**src/rtl/uart_tx_ctrl_if.sv**
```systemverilog
// Data-memory bus bundle between the core and the memory-mapped UART transmitter.
interface uart_tx_ctrl_if #(
    parameter int unsigned XLEN = 32
) ();
    logic [XLEN-1:0] mem_addr_i;
    logic            mem_read_en_i;
    logic [XLEN-1:0] mem_read_data_o;
    logic            mem_write_en_i;
    logic [XLEN-1:0] mem_write_data_i;

    modport master (
        output mem_addr_i,
        output mem_read_en_i,
        input  mem_read_data_o,
        output mem_write_en_i,
        output mem_write_data_i
    );

    modport slave (
        input  mem_addr_i,
        input  mem_read_en_i,
        output mem_read_data_o,
        input  mem_write_en_i,
        input  mem_write_data_i
    );
endinterface

```
**src/rtl/uart_tx_ctrl.sv**
```systemverilog
// Memory-mapped 8N1 UART transmitter with TX FIFO and programmable baud divider.
// Optional even-parity bit per frame when UART_TX_PARITY_EN is defined.
module uart_tx_ctrl #(
    parameter logic [31:0] BASE_ADDR  = 32'hA000_0000,
    parameter int unsigned FIFO_DEPTH = 16,
    parameter logic [15:0] DIV_RESET  = 16'd87
) (
    input  logic            clk_i,
    input  logic            resetn_i,
    uart_tx_ctrl_if.slave   mem,
    output logic            tx_o
);
    localparam int unsigned XLEN  = 32;
    localparam int unsigned PTR_W = $clog2(FIFO_DEPTH);
    localparam int unsigned CNT_W = PTR_W + 1;

    localparam logic [1:0] OFF_CTRL   = 2'd0;
    localparam logic [1:0] OFF_TXDATA = 2'd1;
    localparam logic [1:0] OFF_STATUS = 2'd2;
    localparam logic [1:0] OFF_BAUD   = 2'd3;

    typedef enum logic [2:0] {
        S_IDLE,
        S_START,
        S_DATA,
        S_PARITY,
        S_STOP
    } state_t;

    // Bus decode
    logic        w_sel;
    logic [1:0]  w_off;
    logic        w_wr;
    logic        w_rd;
    logic        w_txdata_wr;
    logic        w_unused;

    assign w_sel       = (mem.mem_addr_i[31:4] == BASE_ADDR[31:4]);
    assign w_off       = mem.mem_addr_i[3:2];
    assign w_wr        = mem.mem_write_en_i & w_sel;
    assign w_rd        = mem.mem_read_en_i & w_sel;
    assign w_txdata_wr = w_wr && (w_off == OFF_TXDATA);
    assign w_unused    = ^{mem.mem_write_data_i[XLEN-1:16], mem.mem_addr_i[1:0]};

    // Control and baud registers
    logic        r_tx_en;
    logic [15:0] r_baud;
    logic        w_par_en;
`ifdef UART_TX_PARITY_EN
    logic        r_par_en;
    assign w_par_en = r_par_en;
`else
    assign w_par_en = 1'b0;
`endif

    always_ff @(posedge clk_i or negedge resetn_i) begin
        if (!resetn_i) begin
            r_tx_en <= 1'b0;
            r_baud  <= DIV_RESET;
`ifdef UART_TX_PARITY_EN
            r_par_en <= 1'b0;
`endif
        end else begin
            if (w_wr && (w_off == OFF_CTRL)) begin
                r_tx_en <= mem.mem_write_data_i[0];
`ifdef UART_TX_PARITY_EN
                r_par_en <= mem.mem_write_data_i[1];
`endif
            end
            if (w_wr && (w_off == OFF_BAUD)) begin
                r_baud <= mem.mem_write_data_i[15:0];
            end
        end
    end

    // TX FIFO
    logic [7:0]       r_fifo [FIFO_DEPTH];
    logic [PTR_W-1:0] r_wr_ptr;
    logic [PTR_W-1:0] r_rd_ptr;
    logic [CNT_W-1:0] r_count;
    logic             r_overflow;
    logic             w_empty;
    logic             w_full;
    logic             w_push;
    logic             w_pop;
    logic [7:0]       w_head;

    assign w_empty = (r_count == '0);
    assign w_full  = (r_count == CNT_W'(FIFO_DEPTH));
    assign w_push  = w_txdata_wr && !w_full;
    assign w_head  = r_fifo[r_rd_ptr];

    always_ff @(posedge clk_i or negedge resetn_i) begin
        if (!resetn_i) begin
            r_wr_ptr   <= '0;
            r_rd_ptr   <= '0;
            r_count    <= '0;
            r_overflow <= 1'b0;
        end else begin
            if (w_push) r_wr_ptr <= r_wr_ptr + PTR_W'(1);
            if (w_pop)  r_rd_ptr <= r_rd_ptr + PTR_W'(1);
            case ({w_push, w_pop})
                2'b10:   r_count <= r_count + CNT_W'(1);
                2'b01:   r_count <= r_count - CNT_W'(1);
                default: ;
            endcase
            // A dropped byte wins over a same-cycle W1C
            if (w_txdata_wr && w_full) begin
                r_overflow <= 1'b1;
            end else if (w_wr && (w_off == OFF_STATUS) && mem.mem_write_data_i[3]) begin
                r_overflow <= 1'b0;
            end
        end
    end

    always_ff @(posedge clk_i) begin
        if (w_push) r_fifo[r_wr_ptr] <= mem.mem_write_data_i[7:0];
    end

    // Transmit FSM
    state_t      r_state, w_state_n;
    logic        r_tx, w_tx_n;
    logic [7:0]  r_shift, w_shift_n;
    logic [15:0] r_cnt, w_cnt_n;
    logic [2:0]  r_bit_cnt, w_bit_cnt_n;
    logic [15:0] r_div, w_div_n;
    logic [15:0] w_div_eff;
    logic        w_bit_done;
    logic        w_can_start;
    logic        w_load;
`ifdef UART_TX_PARITY_EN
    logic        r_par_bit, w_par_bit_n;
    logic        r_par_on, w_par_on_n;
`endif

    assign w_div_eff   = (r_baud < 16'd2) ? 16'd2 : r_baud;
    assign w_bit_done  = (r_cnt == (r_div - 16'd1));
    assign w_can_start = r_tx_en && !w_empty;

    always_comb begin
        w_state_n   = r_state;
        w_tx_n      = r_tx;
        w_shift_n   = r_shift;
        w_cnt_n     = r_cnt + 16'd1;
        w_bit_cnt_n = r_bit_cnt;
        w_div_n     = r_div;
        w_load      = 1'b0;
        w_pop       = 1'b0;
`ifdef UART_TX_PARITY_EN
        w_par_bit_n = r_par_bit;
        w_par_on_n  = r_par_on;
`endif
        case (r_state)
            S_IDLE: begin
                w_cnt_n = '0;
                w_load  = w_can_start;
            end
            S_START: begin
                if (w_bit_done) begin
                    w_state_n   = S_DATA;
                    w_tx_n      = r_shift[0];
                    w_shift_n   = {1'b0, r_shift[7:1]};
                    w_cnt_n     = '0;
                    w_bit_cnt_n = '0;
                end
            end
            S_DATA: begin
                if (w_bit_done) begin
                    w_cnt_n = '0;
                    if (r_bit_cnt == 3'd7) begin
`ifdef UART_TX_PARITY_EN
                        if (r_par_on) begin
                            w_state_n = S_PARITY;
                            w_tx_n    = r_par_bit;
                        end else begin
                            w_state_n = S_STOP;
                            w_tx_n    = 1'b1;
                        end
`else
                        w_state_n = S_STOP;
                        w_tx_n    = 1'b1;
`endif
                    end else begin
                        w_tx_n      = r_shift[0];
                        w_shift_n   = {1'b0, r_shift[7:1]};
                        w_bit_cnt_n = r_bit_cnt + 3'd1;
                    end
                end
            end
`ifdef UART_TX_PARITY_EN
            S_PARITY: begin
                if (w_bit_done) begin
                    w_state_n = S_STOP;
                    w_tx_n    = 1'b1;
                    w_cnt_n   = '0;
                end
            end
`endif
            S_STOP: begin
                if (w_bit_done) begin
                    w_cnt_n = '0;
                    if (w_can_start) begin
                        w_load = 1'b1;
                    end else begin
                        w_state_n = S_IDLE;
                        w_tx_n    = 1'b1;
                    end
                end
            end
            default: begin
                w_state_n = S_IDLE;
                w_tx_n    = 1'b1;
            end
        endcase
        // Frame start: pop head, snapshot divider (and parity mode) for the whole frame
        if (w_load) begin
            w_pop     = 1'b1;
            w_state_n = S_START;
            w_tx_n    = 1'b0;
            w_shift_n = w_head;
            w_div_n   = w_div_eff;
            w_cnt_n   = '0;
`ifdef UART_TX_PARITY_EN
            w_par_bit_n = ^w_head;
            w_par_on_n  = r_par_en;
`endif
        end
    end

    always_ff @(posedge clk_i or negedge resetn_i) begin
        if (!resetn_i) begin
            r_state   <= S_IDLE;
            r_tx      <= 1'b1;
            r_shift   <= '0;
            r_cnt     <= '0;
            r_bit_cnt <= '0;
            r_div     <= 16'd2;
`ifdef UART_TX_PARITY_EN
            r_par_bit <= 1'b0;
            r_par_on  <= 1'b0;
`endif
        end else begin
            r_state   <= w_state_n;
            r_tx      <= w_tx_n;
            r_shift   <= w_shift_n;
            r_cnt     <= w_cnt_n;
            r_bit_cnt <= w_bit_cnt_n;
            r_div     <= w_div_n;
`ifdef UART_TX_PARITY_EN
            r_par_bit <= w_par_bit_n;
            r_par_on  <= w_par_on_n;
`endif
        end
    end

    assign tx_o = r_tx;

    // Register read-back, one cycle latency, zero when not addressed
    logic [XLEN-1:0] w_status;
    logic [XLEN-1:0] w_rd_mux;
    logic [XLEN-1:0] r_rd_data;

    assign w_status = XLEN'({r_count, r_overflow, w_full, w_empty, (r_state != S_IDLE)});

    always_comb begin
        w_rd_mux = '0;
        case (w_off)
            OFF_CTRL:   w_rd_mux = XLEN'({w_par_en, r_tx_en});
            OFF_STATUS: w_rd_mux = w_status;
            OFF_BAUD:   w_rd_mux = XLEN'(r_baud);
            default:    w_rd_mux = '0;
        endcase
    end

    always_ff @(posedge clk_i or negedge resetn_i) begin
        if (!resetn_i) begin
            r_rd_data <= '0;
        end else begin
            r_rd_data <= w_rd ? w_rd_mux : '0;
        end
    end

    assign mem.mem_read_data_o = r_rd_data;

endmodule

```
**src/flat_wrapper.sv**
```systemverilog
// flat-port wrapper written by rule: the top's interface ports become plain ports
module uart_tx_ctrl_flat 
#(
    parameter logic [31:0] BASE_ADDR  = 32'hA000_0000,
    parameter int unsigned FIFO_DEPTH = 16,
    parameter logic [15:0] DIV_RESET  = 16'd87
)
  (clk_i, resetn_i, tx_o, mem_mem_addr_i, mem_mem_read_en_i, mem_mem_read_data_o, mem_mem_write_en_i, mem_mem_write_data_i);
  uart_tx_ctrl_if mem_i ();
  input  logic clk_i;
  input  logic resetn_i;
  output logic tx_o;
  input wire logic [$bits(mem_i.mem_addr_i)-1:0] mem_mem_addr_i;
  input wire logic [$bits(mem_i.mem_read_en_i)-1:0] mem_mem_read_en_i;
  output wire logic [$bits(mem_i.mem_read_data_o)-1:0] mem_mem_read_data_o;
  input wire logic [$bits(mem_i.mem_write_en_i)-1:0] mem_mem_write_en_i;
  input wire logic [$bits(mem_i.mem_write_data_i)-1:0] mem_mem_write_data_i;
  assign mem_i.mem_addr_i = mem_mem_addr_i;
  assign mem_i.mem_read_en_i = mem_mem_read_en_i;
  assign mem_mem_read_data_o = mem_i.mem_read_data_o;
  assign mem_i.mem_write_en_i = mem_mem_write_en_i;
  assign mem_i.mem_write_data_i = mem_mem_write_data_i;
  uart_tx_ctrl #(.BASE_ADDR(BASE_ADDR), .FIFO_DEPTH(FIFO_DEPTH), .DIV_RESET(DIV_RESET)) u_core (.clk_i(clk_i), .resetn_i(resetn_i), .mem(mem_i), .tx_o(tx_o));
endmodule
```
**config.mk**
```make
export PLATFORM = sky130hd
export DESIGN_NAME = uart_tx_ctrl_flat
export DESIGN_NICKNAME = d
export VERILOG_FILES = /design/src/rtl/uart_tx_ctrl_if.sv /design/src/rtl/uart_tx_ctrl.sv /design/src/flat_wrapper.sv
export SDC_FILE = /design/constraint.sdc
export NUM_CORES = 1
export LEC_CHECK = 0
export CORE_ASPECT_RATIO = 0.7
export CORE_MARGIN = 2
export CORE_UTILIZATION = 40
export DETAILED_ROUTE_END_ITERATION = 8
export PLACE_DENSITY_LB_ADDON = 0.2
export SYNTH_ARGS = -nofsm -noshare
export SYNTH_HDL_FRONTEND = slang
export SYNTH_SLANG_ARGS = --single-unit
```
**constraint.sdc**
```tcl
create_clock -name clk_i -period 10.4 [get_ports clk_i]
set_input_delay 1.56 -clock clk_i [delete_from_list [all_inputs] [get_ports clk_i]]
set_output_delay 1.56 -clock clk_i [all_outputs]
set_load 0.02 [all_outputs]
```
==> Flow_metrics.wiki <==
=== Physical design figures ===
{| class="wikitable"
! Metric !! Value
|-
| Status || completed
|-
| Non-clock buffer contribution to total cell area || 0.0613
|-
| Seq power || 933 µW
|-
| Filler Cell Count || 2123
|-
| Filler-free cell count of the finished design || 1088
|-
| Terminus of the critical flop-to-flop path || u_core.r_count[4]
|-
| Post-synthesis xor/xnor area fraction || 0.0385
|-
| First-pass iteration count of the detailed router || 6
|-
| Worst setup slack before clock tree synthesis || 4.53 ns
|-
| CTS root buffer || sky130_fd_sc_hd__clkbuf_16
|-
| Total internal power || 1.45 mW
|-
| Number of inserted diodes || 0
|-
| Cells along the critical path || clkdlybuf4s50_1 > nor4_1 > nand4_1 > nor2_1 > and2_1 > nand2_1 > a211oi_1 > inv_1 > ha_1 > xor2_1 > ha_1 > nand3_1 > o21ai_0 > a222oi_1 > nor2_1 > xor2_1
|-
| Number of multi-input combinational cells in the layout || 405
|-
| Post-synthesis area per instance || 14.8 µm²
|-
| Clock tree from TritonCTS || yes
|-
| Horiz. Die Dim || 193 µm
|-
| Minimum setup slack among reg-to-reg paths || 5.29 ns
|-
| Async set-or-reset flop fraction in the synthesized netlist || 0.423
|-
| Yosys synthesis chip area || 10000 µm²
|-
| Top power group || registers
|-
| Core occupancy in the finished layout || 0.476
|-
| Number of maximum-capacitance constraint violations || 0
|-
| Final min period || 5.32 ns
|-
| Area growth from synthesis to layout || 17.0%
|-
| Most instantiated library cell after synthesis || sky130_fd_sc_hd__edfxtp_1
|}
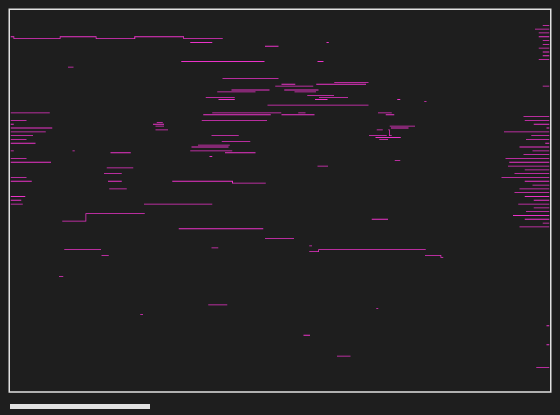
(signal wires on met3)
The bar under the picture is 50 µm long.
longest straight run: 38.2 µm
share of all routed wire: 5.5%
met3 Use GR: 0.0235
count of vias placed by the detailed router: 5855

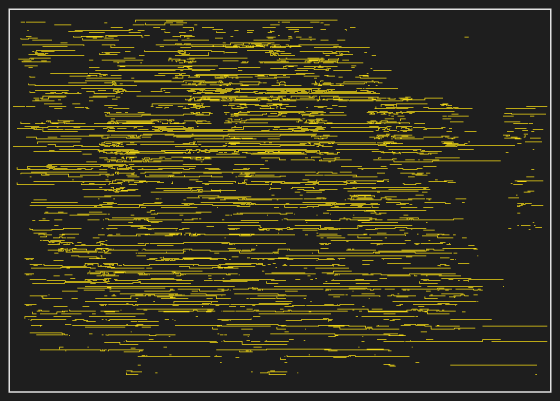
(met1 routing)
nets with wire on the layer: 726
share of all routed wire: 51%
longest straight run: 72.2 µm
M1 GR Usage: 0.272
aggregate routed wire length: 21.8 mm

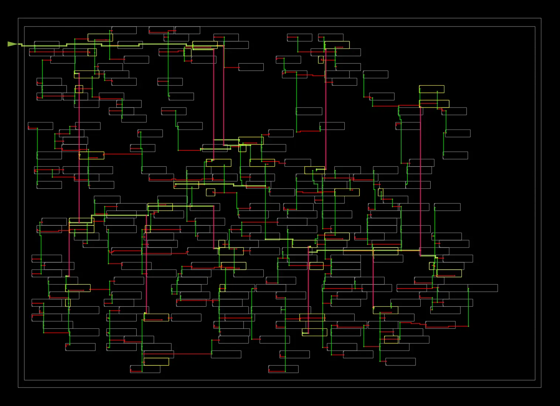
(clock routing)
clock skew after layout: 0.0152 ns
flip-flop and latch count: 222
clock latency reported for the late side of the worst-skew pair: 0.52 ns
clock network power: 849 µW

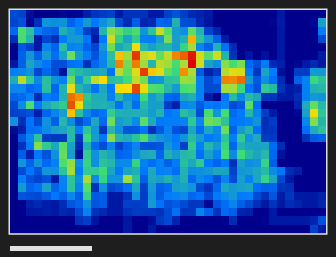
(signal metal coverage by tile)
The bar under the picture is 50 µm long. The die is cut into 39 by 27 equal tiles; dark blue is low, red is high, scaled to the fullest tile. Values are wire area over tile area, all layers added.
fullest tile: 0.54
nearly empty tiles: 19%
tiles over half the peak: 10%
densest ninth of the die: top center
average wire per cell in the routed design: 20.0 µm
total track usage: 0.168

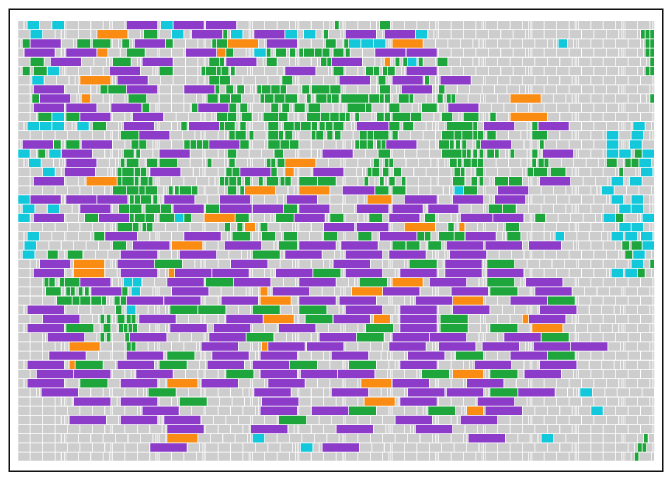
(cells colored by class)
Fill, decap, tap and diode cells in gray.
legend:
  all other logic:
    color: green
    cells: 425
    share_of_their_area: 32%
  other buffers and delay cells:
    color: cyan
    cells: 74
    share_of_their_area: 6.3%
  clock drivers and dummy loads:
    color: orange
    cells: 42
    share_of_their_area: 7.1%
  flip-flops:
    color: purple
    cells: 222
    share_of_their_area: 55%
final instance area: 11700 µm²
fraction of standard cell area that is sequential: 0.530
total core area: 24600 µm²
number of rows in the core area: 48

No activity file was given, so power comes from the tool's default toggle rates.
